Fig. 1: run 1, sequential cells grouped by signal name
The bar under the picture is 20 um long.
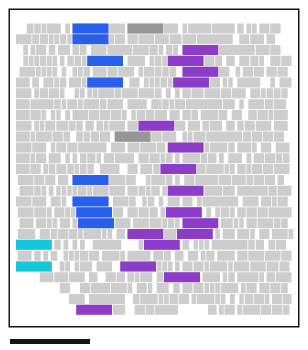
Fig. 2: run 1, the metal 4 layer
The bar under the picture is 20 um long.
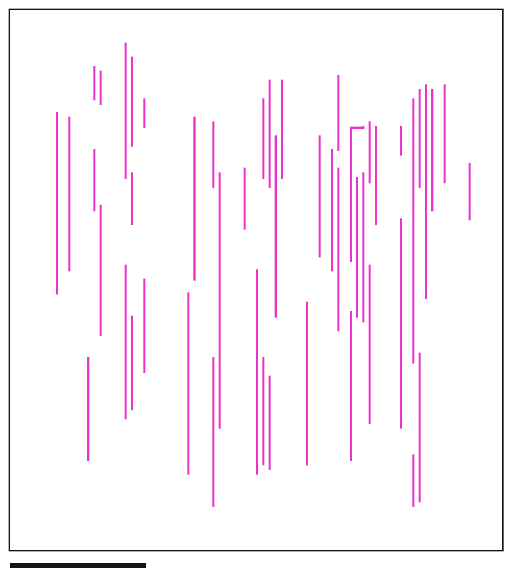
Fig. 3: run 1, congestion heat map
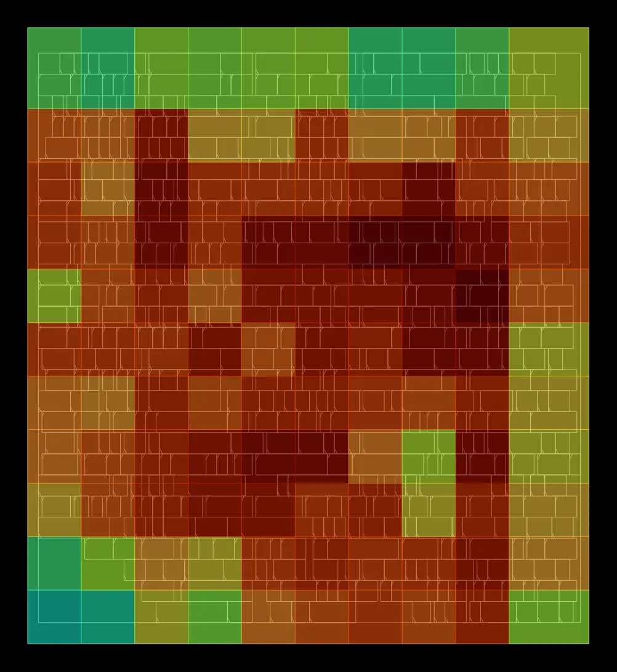
--- src/rtl/halflife_pkg.sv ---
// Shared types and default sizes for the half-life decay counter.
package halflife_pkg;

  // Counter operating mode as driven on the mode input.
  typedef enum logic [1:0] {
    MODE_HOLD  = 2'b00,
    MODE_UP    = 2'b01,
    MODE_DOWN  = 2'b10,
    MODE_DECAY = 2'b11
  } mode_e;

  localparam int unsigned DEF_WIDTH      = 8;
  localparam int unsigned DEF_PRESCALE_W = 16;

endpackage

--- src/rtl/halflife_prescaler.sv ---
// Half-life period prescaler.
// Counts enabled ticks and flags the tick that completes a period.
//   clk, rst_n  : clock, async active-low reset
//   clr         : force the count to 0 (wins over tick_en)
//   tick_en     : advance the count on this edge
//   period      : period length in ticks; 0 behaves as 1
//   terminal_c  : high on the tick that ends the current period (combinational)
module halflife_prescaler
  import halflife_pkg::*;
#(
  parameter int unsigned PRESCALE_W = DEF_PRESCALE_W
) (
  input  logic                  clk,
  input  logic                  rst_n,
  input  logic                  clr,
  input  logic                  tick_en,
  input  logic [PRESCALE_W-1:0] period,
  output logic                  terminal_c
);

  logic [PRESCALE_W-1:0] cnt_q;
  logic [PRESCALE_W-1:0] cnt_d;
  logic [PRESCALE_W-1:0] last_c;

  // >= rather than == so a period shrunk below the current count still ends.
  always_comb begin
    last_c     = (period == '0) ? '0 : period - PRESCALE_W'(1);
    terminal_c = tick_en && !clr && (cnt_q >= last_c);
    cnt_d      = cnt_q;
    if (clr) begin
      cnt_d = '0;
    end else if (tick_en) begin
      cnt_d = terminal_c ? '0 : cnt_q + PRESCALE_W'(1);
    end
  end

  always_ff @(posedge clk or negedge rst_n) begin
    if (!rst_n) begin
      cnt_q <= '0;
    end else begin
      cnt_q <= cnt_d;
    end
  end

endmodule

--- src/rtl/halflife_decay_counter.sv ---
// Load/up/down counter with optional saturation and an exponential decay mode
// that halves the value once per programmable number of enabled cycles.
//   clk, rst_n  : clock, async active-low reset
//   en          : qualifies up/down/decay steps
//   load        : synchronous load of load_val (highest priority)
//   load_val    : value written on load
//   mode        : 00 hold, 01 up, 10 down, 11 decay
//   period      : half-life length in enabled cycles (0 treated as 1)
//   count       : registered counter value
//   zero        : count == 0
//   half_pulse  : registered one-cycle pulse per decay halving
//   done_pulse  : registered one-cycle pulse when a step lands on 0
//   busy        : decay mode in effect and count != 0
module halflife_decay_counter
  import halflife_pkg::*;
#(
  parameter int unsigned WIDTH      = DEF_WIDTH,
  parameter int unsigned PRESCALE_W = DEF_PRESCALE_W,
  parameter bit          SATURATE   = 1'b1
) (
  input  logic                  clk,
  input  logic                  rst_n,
  input  logic                  en,
  input  logic                  load,
  input  logic [WIDTH-1:0]      load_val,
  input  logic [1:0]            mode,
  input  logic [PRESCALE_W-1:0] period,
  output logic [WIDTH-1:0]      count,
  output logic                  zero,
  output logic                  half_pulse,
  output logic                  done_pulse,
  output logic                  busy
);

  localparam logic [WIDTH-1:0] CNT_MAX = '1;

  mode_e            mode_c;
  mode_e            mode_q;
  logic [WIDTH-1:0] count_q;
  logic [WIDTH-1:0] count_d;
  logic             half_q;
  logic             half_d;
  logic             done_q;
  logic             done_d;
  logic             decay_live_c;
  logic             pre_clr_c;
  logic             pre_tick_c;
  logic             halve_c;

  assign mode_c = mode_e'(mode);

  // Prescaler runs only in decay with a non-zero count; otherwise parked at 0
  // so entering decay (or loading) always restarts a full period.
  assign decay_live_c = (mode_c == MODE_DECAY) && (count_q != '0);
  assign pre_clr_c    = load || !decay_live_c;
  assign pre_tick_c   = en && decay_live_c;

  halflife_prescaler #(
    .PRESCALE_W (PRESCALE_W)
  ) u_prescaler (
    .clk        (clk),
    .rst_n      (rst_n),
    .clr        (pre_clr_c),
    .tick_en    (pre_tick_c),
    .period     (period),
    .terminal_c (halve_c)
  );

  // Next count and pulse selection: load > enabled step > hold.
  always_comb begin
    count_d = count_q;
    half_d  = 1'b0;
    done_d  = 1'b0;
    if (load) begin
      count_d = load_val;
    end else if (en) begin
      case (mode_c)
        MODE_UP: begin
          if (count_q == CNT_MAX) begin
            count_d = SATURATE ? CNT_MAX : '0;
          end else begin
            count_d = count_q + WIDTH'(1);
          end
        end
        MODE_DOWN: begin
          if (count_q == '0) begin
            count_d = SATURATE ? '0 : CNT_MAX;
          end else begin
            count_d = count_q - WIDTH'(1);
            done_d  = (count_q == WIDTH'(1));
          end
        end
        MODE_DECAY: begin
          if (halve_c) begin
            count_d = count_q >> 1;
            half_d  = 1'b1;
            done_d  = (count_q == WIDTH'(1));
          end
        end
        default: ;
      endcase
    end
  end

  // Mode is registered so busy carries no combinational path from the inputs.
  always_ff @(posedge clk or negedge rst_n) begin
    if (!rst_n) begin
      count_q <= '0;
      half_q  <= 1'b0;
      done_q  <= 1'b0;
      mode_q  <= MODE_HOLD;
    end else begin
      count_q <= count_d;
      half_q  <= half_d;
      done_q  <= done_d;
      mode_q  <= mode_c;
    end
  end

  assign count      = count_q;
  assign zero       = (count_q == '0);
  assign half_pulse = half_q;
  assign done_pulse = done_q;
  assign busy       = (mode_q == MODE_DECAY) && (count_q != '0);

endmodule

--- config.mk ---
export PLATFORM = sky130hd
export DESIGN_NAME = halflife_decay_counter
export DESIGN_NICKNAME = d
export VERILOG_FILES = /design/src/rtl/halflife_pkg.sv /design/src/rtl/halflife_prescaler.sv /design/src/rtl/halflife_decay_counter.sv
export SDC_FILE = /design/constraint.sdc
export NUM_CORES = 1
export LEC_CHECK = 0
export ABC_AREA = 1
export CAP_MARGIN = 10
export CORE_ASPECT_RATIO = 1.1
export CORE_MARGIN = 1
export CORE_UTILIZATION = 50
export DETAILED_ROUTE_END_ITERATION = 16
export PLACE_DENSITY = 0.86
export SETUP_SLACK_MARGIN = 0.3
export SLEW_MARGIN = 40
export SYNTH_ARGS = -nofsm -noshare
export SYNTH_HDL_FRONTEND = slang
export SYNTH_SLANG_ARGS = --single-unit
--- constraint.sdc ---
create_clock -name clk -period 1.6 [get_ports clk]
set_input_delay 0.4 -clock clk [delete_from_list [all_inputs] [get_ports clk]]
set_output_delay 0.4 -clock clk [all_outputs]
set_load 0.01 [all_outputs]
==> changes_impl.md, run 1 <==
## Implementation

* Number of buffers added on ports at around 40
* Clock Power Share at 0.196
* Detail Placement HPWL at 6.44 mm
* Cell family with most CP delay: simple AND/OR/NAND/NOR gates
* Most frequent cells after synthesis: 109 x nand2_1, 50 x inv_1, 38 x nand3_1
* Leakage at 0.00231 uW
* Die height at 79.4 um
* RSZ-0062 raised after global routing: true
* Gate Area at 2170 um^2
* Avg Synthesized Cell Area at between 6 and 7 um^2
* Synth area leader: dfrtp_1
* Max-cap violation count at 0
* Mapped cell area at 2730 um^2
* Main synth FF type: dfrtp_1
* Post-route ant nets at 0
* Number of synthesis warnings at 0
* Clock sink count at 28
* Setup-failing EPs final at 28
* Setup slack after layout at -1240 ps
* Max Clock Freq at between 0.3 and 0.4 GHz
* Critical Path End Type: flip-flop
* Synth Instances at 398
* GRT Total Usage at 0.371
* Die X at 72.4 um
* Clock buffer count from CTS at 3
* Int Power at 1510 uW
* Vias/cell at 5.92
* Area grow syn2layout at 66.7%
* Area leader share at 0.257
* Vias in the first global route at 3699
* Final hold violations at 0
* R2r setup slk at -510 ps
* Reg2Reg Depth at 10
* Core Util at FP at 0.531
* Worst reg2reg path startpoint: u_prescaler.cnt_q[1]
* CTS max path bufs at 2
* CP startpoint: period[13]
* Site Rows at 27
* CP arrival at about 3000 ps
* Log Warnings at 33
* Synth flops at 28
* Critical path destination: count[7]
* PwrDens at 519 nW/um^2
* Top-count cell post-synth: nand2_1
* Post-Route WL at 11.6 mm
* Antenna violations before repair at 0
* Worst slew margin at 0.679
* Fin Clk Skew at 2.66 ps
* Clk_lat worst skew at around 280 ps
* Hold WS at a little under 500 ps
* H-tree depth at 1
* Drt wl/cell at ~19 um
* Area after DPL at 3890 um^2
* Register area share after synthesis at 0.257
* Routed via count at around 3700
* Switching power at 854 uW
* Failing checks: negative setup slack
* Crit-path max cell delay at approximately 240 ps
* FILL cells at 250
* Startpoint Class: input port
* Status: finished with violations
* CP Data Required Time at ~1800 ps
* Die area at 5750 um^2
About Fig. 1:
blue -> count  # placed flops 8
purple -> u_prescaler.cnt_q  # placed flops 16
cyan -> mode_q  # placed flops 2

About Fig. 2:
main direction = vertical
nets with wire on the layer = 48
wire length on this layer = 864 um
longest straight run = 38.8 um

About Fig. 3:
GR Layer Usage met3: 0.0530
met1 GRT Util: 0.354
Final Util: 0.885

run 1: logic make-up (layout without fill, tap and decap cells):
logic type / count (synthesis) / after routing / share of synthesized area
buffers and inverters: 60 / 216 / 0.0891
AND/OR/NAND/NOR: 212 / 213 / 0.366
XOR/XNOR: 24 / 24 / 0.0771
flip-flops: 28 / 28 / 0.257
AND-OR/OR-AND: 51 / 51 / 0.105
adder cells (fa/ha/maj): 23 / 23 / 0.106
run 1: what timing repair did:
item	in CTS	in global routing
setup endpoints to repair	38	37
hold buffers	0	0
setup buffers	24	4
gates resized	132	64
cloned	2	0
pin swaps	38	40
run 1: state kept, by name, summed over array words and instances, names as in the netlist:
register	flops
half_pulse	1
mode_q	2
count	8
u_prescaler.cnt_q	16
done_pulse	1
run 1: worst min-delay path by stage:
stage                                    start                    to  slack, ps  cells past startpoint
after detailed placement  u_prescaler.cnt_q[0]  u_prescaler.cnt_q[0]        580                      2
after global placement    u_prescaler.cnt_q[0]  u_prescaler.cnt_q[0]        570                      2
after floorplan                          rst_n              count[0]        100                      0
final                                    rst_n             mode_q[0]        490                      2
after CTS                                rst_n             mode_q[0]        510                      2
after global routing                     rst_n             mode_q[0]        520                      2
run 1: power groups by stage:
stage	Clock (uW)	Combinational, uW	Sequential (uW)
finish	462	1120	775
detailed placement	0	860	777
floorplan	0	379	813
global placement	0	835	775
global route	485	1200	777
CTS	446	1010	772
run 1: routing by layer:
layer,up-vias,GRT usage,routed length [um]
met4,0,0.210,864
met2,282,0.736,6160
met5,-,0,0
met1,1712,0.354,3690
met3,104,0.0530,911
li1,1613,-,-
run 1: worst register-to-register path: stages (launching register included):
cell	delay (ps)
dfrtp_1	370
buf_4	120
ha_1	170
nand3_1	150
inv_1	140
nand4_1	150
nor2_1	280
nand2_1	160
o21ai_0	290
nand3_2	130
o21ai_1	90
run 1: layout by cell type, fill, tap and decap left out, types with 15 or more instances in the layout:
cell     instances
nand3_1         30
ha_1            15
xor2_1          20
nand2_1         88
buf_6           28
nor2_1          21
nand2_2         18
buf_4          101
inv_1           44
dfrtp_1         28
run 1: final cells by class:
cell class / count / share of cell area
well taps: 72 / 0.0198
multi-input cells: 311 / 0.478
inverters: 52 / 0.0435
clock buffers: 4 / 0.0121
repair buffers: 160 / 0.292
flip-flops and latches: 28 / 0.154
run 1: metrics by stage:
| step | utilization | std cells | total power [uW] | setup slack (ps) | TNS, ps |
|---|---|---|---|---|---|
| floorplan | - | 398 | 1190 | -891 | -20640 |
| global placement | 0.757 | 593 | 1610 | -1550 | -38670 |
| detailed placement | 0.757 | 593 | 1640 | -1700 | -42120 |
| CTS | 0.840 | 623 | 2220 | -1040 | -25540 |
| global route | 0.885 | 627 | 2460 | -1380 | -33960 |
| finish | 0.885 | 627 | 2360 | -1240 | -30170 |
--- run 2 (diff from run 1) ---
--- a/config.mk
+++ b/config.mk
@@ -13,6 +13,7 @@
 export DETAILED_ROUTE_END_ITERATION = 16
 export PLACE_DENSITY = 0.86
 export SETUP_SLACK_MARGIN = 0.3
+export SKIP_CTS_REPAIR_TIMING = 1
 export SLEW_MARGIN = 40
 export SYNTH_ARGS = -nofsm -noshare
 export SYNTH_HDL_FRONTEND = slang
==> run 2 against run 1 <==
Against the previous run:
- first-iteration DRC count is 34% lower
- cell area decreased by 1.9%
- worst setup slack improved by 14 ps
- core utilization is 1.7 points lower
- flip-flop count stayed put
- critical path type unchanged
- combinational power fell by 4%
- the run still ends with negative setup slack left
- clock skew grew 1.4 ps
- synthesized cell count unchanged
- cell count is 1.9% lower
- total power shrank 2.6%
- critical endpoint is now u_prescaler.cnt_q[15]
- clock power fell by 0.9%
==> changes_impl.md, run 2 <==
## Implementation

* Status: finished with violations
* Yosys cell count at 398
* Synth area leader: dfrtp_1
* Post-route ant nets at 0 (unchanged)
* Die height at 79.4 um (unchanged)
* Failing checks: negative setup slack
* Most frequent cells in the layout: 94 x buf_4, 91 x nand2_1, 43 x inv_1
* CP max FO at 5
* Drt wl/cell at 17.7 um (-4.6%)
* Most frequent cells after synthesis: 109 x nand2_1, 50 x inv_1, 38 x nand3_1
* Top cells by area: dfrtp_1 26%, nand2_1 15%, ha_1 11%
* Critical Path End Type: flip-flop
* Setup-failing EPs final at 28 (unchanged)
* Die X at 72.4 um (unchanged)
* Vias in the first global route at 3331 (-9.9%)
* Clk_lat worst skew at 280 ps (about the same)
* FILL cells at 256 (+2.4%)
* Number of buffers added on ports at 41 (unchanged)
* Worst slew margin at 0.703 (+0.0232)
* Top-count cell post-synth: nand2_1
* Int Power at 1470 uW (-2.2%)
* Max FFs per register at 16 (unchanged)
* Area leader share at 0.257 (unchanged)
* GRT Total Usage at 0.302 (-0.0684)
* CP Data Required Time at 1790 ps (about the same)
* H-tree depth at 1 (unchanged)
* Vias/cell at 5.74 (-3.0%)
* Clock Power Share at 0.199 (+0.003)
* CTS max path bufs at 2 (unchanged)
* Gate Area at 2100 um^2 (-3.2%)
* Clock sink count at 28 (unchanged)
* PwrDens at 516 nW/um^2 (-0.70%)
* Setup slack after layout at -1220 ps (+13.9 ps)
* Area grow syn2layout at 63.5%
* Site Rows at 27 (unchanged)
* Final hold violations at 0 (unchanged)
* Core Util at FP at 0.531 (unchanged)
* RSZ-0062 raised after global routing: true
* Antenna violations before repair at 0 (unchanged)
* Leakage at 0.00239 uW (+3.2%)
* Top reg by flops: u_prescaler.cnt_q
* Main synth FF type: dfrtp_1
* Avg Synthesized Cell Area at 6.85 um^2 (unchanged)
* Synth flops at 28 (unchanged)
* Log Warnings at 32 (-3.0%)
* Detail Placement HPWL at 6.44 mm (unchanged)
* Hold WS at 499 ps (+6.52 ps)
* Number of synthesis warnings at 0 (unchanged)
* Max Clock Freq at 0.354 GHz (+0.49%)
* Max-cap violation count at 0 (unchanged)
* Mapped cell area at 2730 um^2 (unchanged)
* Startpoint Class: input port
* Register area share after synthesis at 0.257 (unchanged)
* CP arrival at 3020 ps (about the same)
* Place WS at -1700 ps (unchanged)
==> run 2: cell counts after synthesis <==
Identical to the previous run, type by type.
==> run 2: final timing paths <==
| check | from | slack (ps) | to |
|---|---|---|---|
| max | period[4] | -1220 | u_prescaler.cnt_q[15] |
| min | rst_n | 500 | count[3] |
| max reg2reg | u_prescaler.cnt_q[1] | -420 | u_prescaler.cnt_q[12] |
| min reg2reg | u_prescaler.cnt_q[0] | 610 | u_prescaler.cnt_q[0] |
| max in group asynchronous | rst_n | 820 | u_prescaler.cnt_q[11] |
| min in group clk | u_prescaler.cnt_q[0] | 610 | u_prescaler.cnt_q[0] |
==> run 2: logic make-up after synthesis <==
group,after synthesis,synth area share
buf+inv,60,0.0891
fa+ha+maj,23,0.106
compound gates,51,0.105
xor+xnor,24,0.0771
flops,28,0.257
simple gates,212,0.366
==> run 2: layout make-up <==
class	count	area share
flip-flops and latches	28	0.157
multi-input cells	311	0.472
clock buffers	4	0.0124
inverters	52	0.0438
repair buffers	148	0.294
well taps	72	0.0202
==> run 2: power by group through the flow <==
| stage | clock network (uW) | logic, uW | registers, uW |
|---|---|---|---|
| after floorplan | 0 | 379 | 813 |
| after global placement | 0 | 835 | 775 |
| after detailed placement | 0 | 860 | 777 |
| after CTS | 446 | 872 | 763 |
| after global routing | 503 | 1130 | 776 |
| final | 458 | 1070 | 774 |
==> run 2: stage by stage <==
stage               cell area, um^2  power [uW]  utilization  TNS, ps  std cells
floorplan                      2770        1190            -   -20640        398
global placement               3890        1610        0.757   -38670        593
detailed placement             3890        1640        0.757   -42120        593
CTS                            3940        2080        0.768   -36770        597
global route                   4450        2410        0.867   -32470        615
finish                         4450        2300        0.867   -28820        615
==> run 2: worst max-delay path, cell delays in order <==
cell and delay (ps):
dlymetal6s2s_1 160, buf_4 170, nor2_2 150, nand2_2 100, inv_1 120, nand4_1 210, buf_6 200, nand2_1 100
ha_4 210, a21oi_1 210, nand2_1 90, nor2_1 100, nand2_1 80, nand2_2 100, nand3_1 120, inv_2 150
buf_4 130, nand3_2 50, o21ai_1 130
==> run 2: per-layer routing <==
| layer | wire, um | share of wire | track usage |
|---|---|---|---|
| met5 | 0 | 0 | 0 |
| met4 | 622 | 0.057 | 0.141 |
| met3 | 580 | 0.053 | 0.0240 |
| met2 | 5950 | 0.55 | 0.617 |
| met1 | 3730 | 0.34 | 0.299 |
Fig. 4: run 2, the metal 4 layer
The bar under the picture is 20 um long.
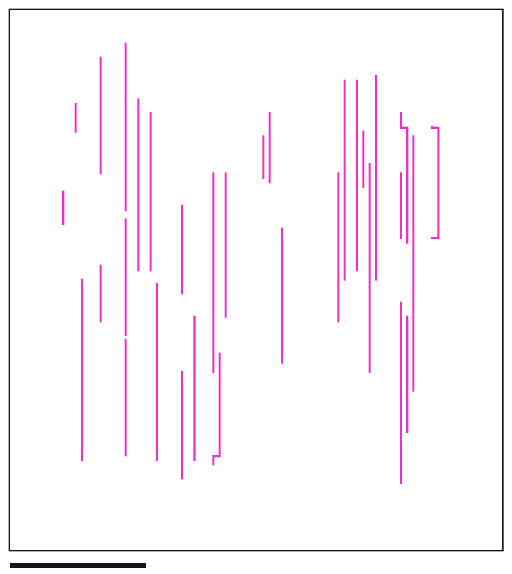
nets with wire on the layer = 30
main direction = vertical
share of all routed wire = 5.7%
wire length on this layer = 623 um
longest straight run = 37.4 um
routed via count: 3529
Post-Route WL: 10.9 mm

Fig. 5: run 2, gate families picked out
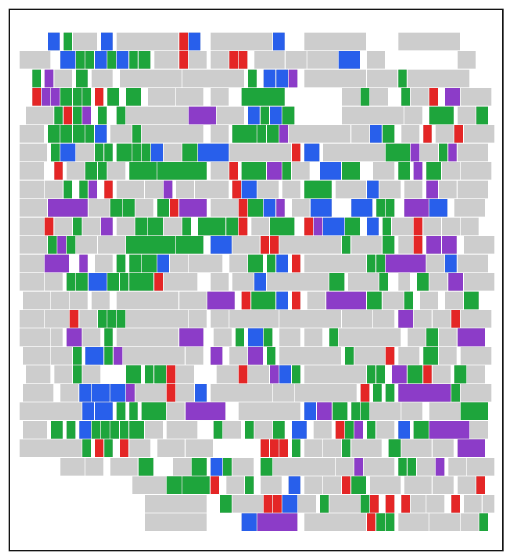
purple -> nor cells  # cells 49, most used nor2_1
red -> inv cells  # cells 52, most used inv_1, where spread over the die
blue -> aoi and oai cells  # cells 51
green -> nand cells  # cells 162, most used nand2_1, where spread over the die
multi-input gate share of total cell area: 0.472
Layout Cells excl Fill: 615
Top cell excl fill/tap: buf_4

Fig. 6: run 2, congestion heat map
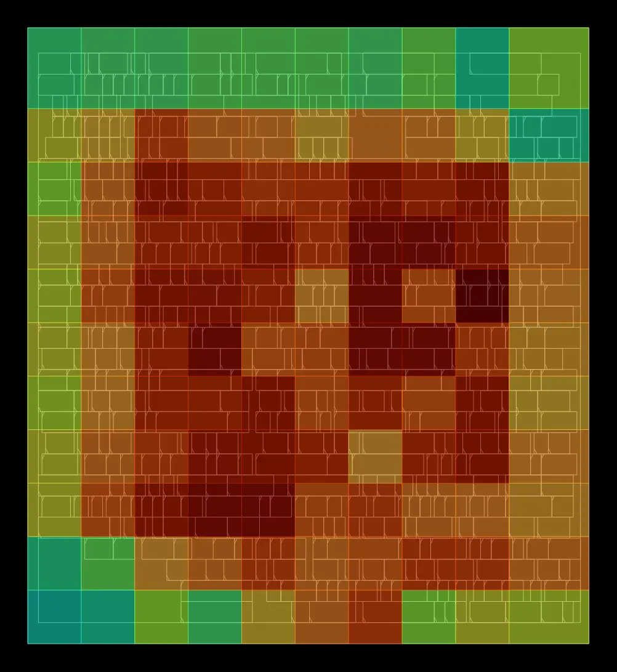
GR Layer Usage met3: 0.0240
busiest layer in global routing: met2

No activity file was given, so power comes from the tool's default toggle rates.
